[config.mk]
export PLATFORM = sky130hd
export DESIGN_NAME = serial_adder
export DESIGN_NICKNAME = d
export VERILOG_FILES = /design/src/rtl/serial_adder.sv
export SDC_FILE = /design/constraint.sdc
export NUM_CORES = 1
export LEC_CHECK = 0
export CORE_MARGIN = 2
export CORE_UTILIZATION = 55
export DETAILED_ROUTE_END_ITERATION = 16
export GPL_ROUTABILITY_DRIVEN = 0
export PLACE_DENSITY = 0.83
export SLEW_MARGIN = 20
export SYNTH_ARGS = -nofsm -noshare
export SYNTH_HDL_FRONTEND = slang
export SYNTH_SLANG_ARGS = --single-unit
[constraint.sdc]
create_clock -name clk -period 2.5 [get_ports clk]
set_input_delay 0.25 -clock clk [delete_from_list [all_inputs] [get_ports clk]]
set_output_delay 0.25 -clock clk [all_outputs]
set_load 0.03 [all_outputs]
[src/rtl/serial_adder.sv]
// Bit-serial adder: one full-add per cycle, LSB first.
// Result and carry are registered and only change on completion.
module serial_adder #(
  parameter int WIDTH = 8
) (
  input  logic             clk,
  input  logic             rst,
  input  logic             start,
  input  logic [WIDTH-1:0] a,
  input  logic [WIDTH-1:0] b,
  output logic             busy,
  output logic             done,
  output logic [WIDTH-1:0] sum,
  output logic             carry
);

  localparam int CW = (WIDTH > 1) ? $clog2(WIDTH) : 1;

  localparam logic [1:0] IDLE = 2'b00;
  localparam logic [1:0] RUN  = 2'b01;
  localparam logic [1:0] DONE = 2'b10;

  localparam logic [CW-1:0] LAST = CW'(WIDTH - 1);

  logic [1:0]       state;
  logic [WIDTH-1:0] ra;
  logic [WIDTH-1:0] rb;
  logic [WIDTH-1:0] res;
  logic             c;
  logic [CW-1:0]    cnt;

  logic             fa_bit;
  logic             c_next;
  logic [WIDTH-1:0] res_next;

  // Full adder on the current operand LSBs and the carry flop
  always_comb begin
    fa_bit   = ra[0] ^ rb[0] ^ c;
    c_next   = (ra[0] & rb[0]) | (c & (ra[0] ^ rb[0]));
    res_next = {fa_bit, res[WIDTH-1:1]};
  end

  // Control FSM and datapath registers
  always_ff @(posedge clk or posedge rst) begin
    if (rst) begin
      state <= IDLE;
      ra    <= '0;
      rb    <= '0;
      res   <= '0;
      c     <= 1'b0;
      cnt   <= '0;
      sum   <= '0;
      carry <= 1'b0;
    end else begin
      case (state)
        IDLE: begin
          if (start) begin
            ra    <= a;
            rb    <= b;
            c     <= 1'b0;
            cnt   <= '0;
            state <= RUN;
          end
        end
        RUN: begin
          ra  <= ra >> 1;
          rb  <= rb >> 1;
          res <= res_next;
          c   <= c_next;
          cnt <= cnt + 1'b1;
          if (cnt == LAST) begin
            sum   <= res_next;
            carry <= c_next;
            state <= DONE;
          end
        end
        DONE: begin
          state <= IDLE;
        end
        default: begin
          state <= IDLE;
        end
      endcase
    end
  end

  assign busy = (state == RUN);
  assign done = (state == DONE);

endmodule

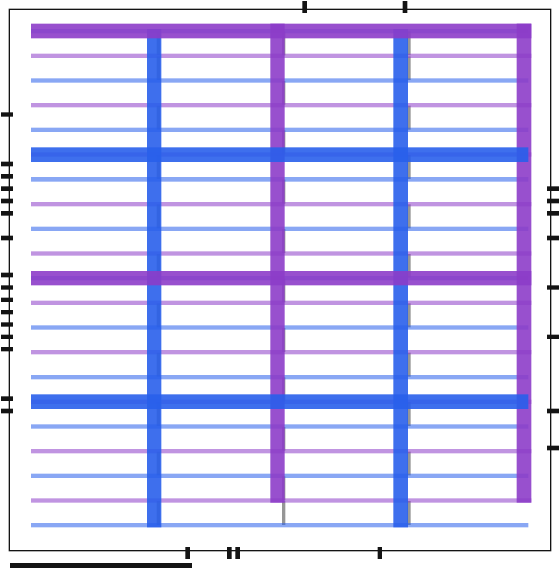
Run 1: supply network
Scale bar: 20 µm. Pins as bars on the die edge. Tap cells in grey.
Key: VDD = purple; VSS = blue
4 straps on met4. 21 met1 rails follow the rows.
Die Wd: 59.4 µm
Die Y: 59.4 µm
Placeable Area: 2980 µm²

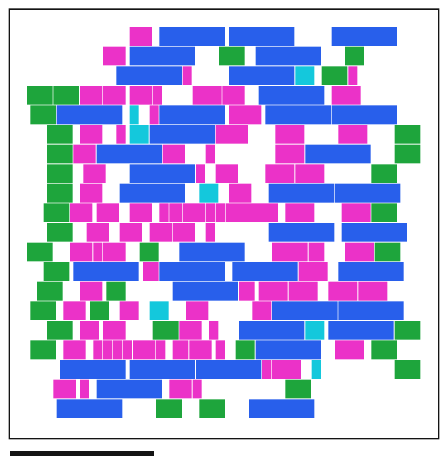
Run 1: cell classes on the final placement
Scale bar: 20 µm.
Key: all other logic = magenta [cells 84, share of their area 34%]; flops = blue [cells 38, share of their area 48%]; other buffers and delay cells = green [cells 34, share of their area 16%]; clock drivers and dummy loads = cyan [cells 7, share of their area 2.3%]
sequential share of cell area: 46.6%
post-route cell area: 2040 µm²

==> out/metrics.cfg, run 1 <==
[outcome]
status = complete, no violations

[hold_path]
hold_path_class = in -> async

[synth]
ys.flop_type = dfrtp_1
netlist_instances = 133
top_cell_area_share_pct = 56.3
synth_area_um2 = 1690
avgSynthCellArea_um2 = 12.7
aoi_share_pct = 10.6
synth.cellmix.xorXnorShare_pct = 0
synth_async_sr_flop_share_pct = 100

[timing]
whs_ps = 313
finalWorstSetupSlack_ps = 197
clock_skew_ps = 4.49

[routing]
avgViaCountPerCell = 5.85
drc = 0
met2WireLength_um = 1510
vias = 1146
routedWlPerCell_um = 15.0
wl_met3_um = 156

[power]
pwr-share-comb_pct = 45.3
swShare_pct = 36.7
p_leak_nw = 0.885
p_switching_w = 0.000923

[global_routing]
grt_max_degree = 39
grt.busiest_layer = met2

[floorplanning]
rows = 20
fp_util_pct = 56.8

[layout]
final_core_util_pct = 68.5
fillers = 235
logic_area_um2 = 608
nets = 185
antenna_cells = 0

[clock_tree]
cts_sinks = 38
postCtsHoldBufs = 0
cts-resized-gates = 0
postCtsSetupBuffers = 0

[setup_path]
path_class = reg -> out
crit_buf_inv = 2
cp.required_ps = 2250
worst_path_largest_cell_delay_ps = 710
path_max_fanout = 17
worst_setup_path_end_kind = output pin

[flow_run]
max-cap-violations = 0

[place]
placedCellCount = 189
io_buffers = 29

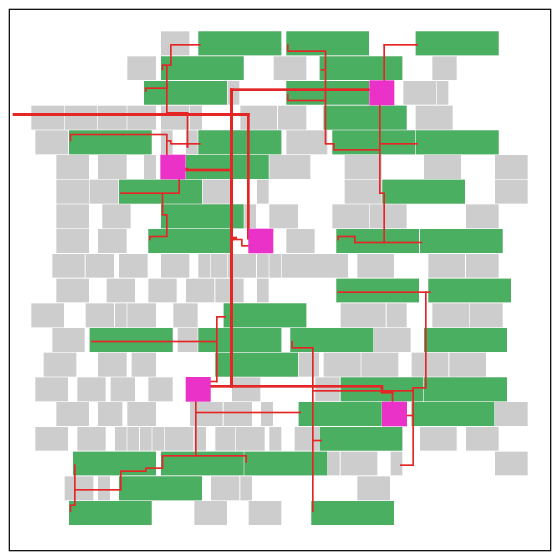
Run 1: clock wires, drivers and flops
Key: clock wires = red [length 388 µm]; cells driving clock nets = magenta [count 5]; flip-flops = green [count 38]
There are 6 routed clock nets.
Clk. pwr: 0.000281 W
clock power share: 11.2%

## run 1: cell usage in the layout, fill, tap and decap left out, types with 2 or more instances in the layout
master            n
a221oi_1         14
a22o_1            5
buf_4             5
clkbuf_1          2
clkbuf_4          5
clkdlybuf4s50_1  29
dfrtp_1          38
ha_1              2
inv_1            16
mux2_2           17
nand2b_1          2
nor2_1            6
nor4b_1          14
## run 1: cell type report
class                   instances  area share, %
clock buffers                   7           2.21
inverters                      17           3.25
multi-input cells              67           29.8
flip-flops and latches         38           46.6
well taps                      33           2.02
repair buffers                 34           16.1
## run 1: power groups by stage
stage	clock network [W]	logic (W)	registers, W
global route	0.000324	0.00124	0.00113
finish	0.000281	0.00114	0.00110
CTS	0.000293	0.00115	0.00110
global placement	0	0.00110	0.00109
detailed placement	0	0.00115	0.00111
floorplan	0	0.000726	0.00119
--- run 2 (diff from run 1) ---
--- a/config.mk
+++ b/config.mk
@@ -9,6 +9,7 @@
 export CORE_UTILIZATION = 55
 export DETAILED_ROUTE_END_ITERATION = 16
 export GPL_ROUTABILITY_DRIVEN = 0
+export MAX_ROUTING_LAYER = met4
 export PLACE_DENSITY = 0.83
 export SLEW_MARGIN = 20
 export SYNTH_ARGS = -nofsm -noshare
==> run 2 against run 1 <==
Net effect: synthesized cell count unchanged; hold slack is essentially flat; routed wire length is 0.65% lower; global-route usage rose by 0.62 points; sequential power barely moved; cell area unchanged; count of clock-buffer cells in the layout is the same; largest cell class unchanged.
==> out/metrics.cfg, run 2 <==
[layout]
final_area_um2 = 2040  ; unchanged
antenna_cells = 0  ; unchanged
nets = 185  ; unchanged
final_core_util_pct = 68.5  ; unchanged

[clock_tree]
postCtsSetupBuffers = 0  ; unchanged
postCtsHoldBufs = 0  ; unchanged
cts_sinks = 38  ; unchanged

[power]
comb-power_w = 0.00114  ; about the same
clk-power_w = 0.000280  ; about the same
p_switching_w = 0.000922  ; about the same
pwr-share-clk_pct = 11.1  ; about the same
swShare_pct = 36.6  ; about the same
power.group.top = combinational cells

[routing]
drc = 0  ; unchanged
avgViaCountPerCell = 5.82  ; -0.52%

[synth]
synth_area_um2 = 1690  ; unchanged
synth_async_sr_flop_share_pct = 100  ; unchanged
synth.cellmix.xorXnorShare_pct = 0  ; unchanged
avgSynthCellArea_um2 = 12.7  ; unchanged

[timing]
whs_ps = 313  ; -0.102 ps
finalWorstSetupSlack_ps = 198  ; +0.189 ps
clock_skew_ps = 4.36  ; -0.125 ps

[place]
placedCellCount = 189  ; unchanged
io_buffers = 29  ; unchanged

[flow_run]
max-cap-violations = 0  ; unchanged

[setup_path]
path_max_fanout = 17  ; unchanged
worst_path_largest_cell_delay_ps = 710  ; about the same
cp.required_ps = 2250  ; about the same

[floorplanning]
fp.dieH_um = 59.4  ; unchanged

[global_routing]
grt_max_degree = 39  ; unchanged

[hold_path]
hold_path_class = in -> async

[outcome]
status = complete, no violations

run 2: cell counts in the layout (fill, tap and decap cells not counted):
Identical to the previous run, type by type.
run 2: kinds of logic (layout without fill, tap and decap cells):
kind of cell	count (synthesis)	count (layout)
DFF	38	38
buffers and inverters	28	58
and+or+nand+nor	26	26
AOI/OAI and AO/OA	21	21
muxes	17	17
adders and majority gates	3	3
run 2: cell type report:
class | instances | area, µm²
inverters | 17 | 66.3
clock buffers | 7 | 45.0
multi-input cells | 67 | 608
repair buffers | 34 | 328
well taps | 33 | 41.3
flip-flops and latches | 38 | 951
fillers | 235 | 938
run 2: routing by layer:
metal	global-route usage, %	share of wire [%]
met1	22.6	41
met4	7.47	1.6
met3	6.77	5.3
met5	-	0
met2	31.4	52
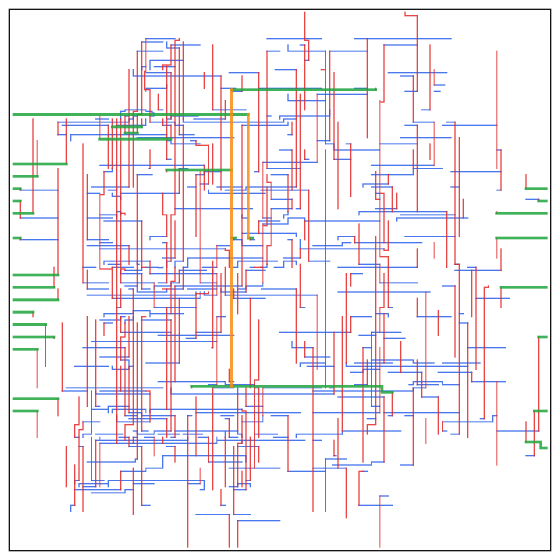
Run 2: routed metal, one colour a layer
Key: met4 = orange [wire length 46.2 µm]; met3 = green [wire length 155 µm]; met1 = blue [wire length 1210 µm]; met2 = red [wire length 1510 µm]

Power is estimated from default activity; no workload was simulated.
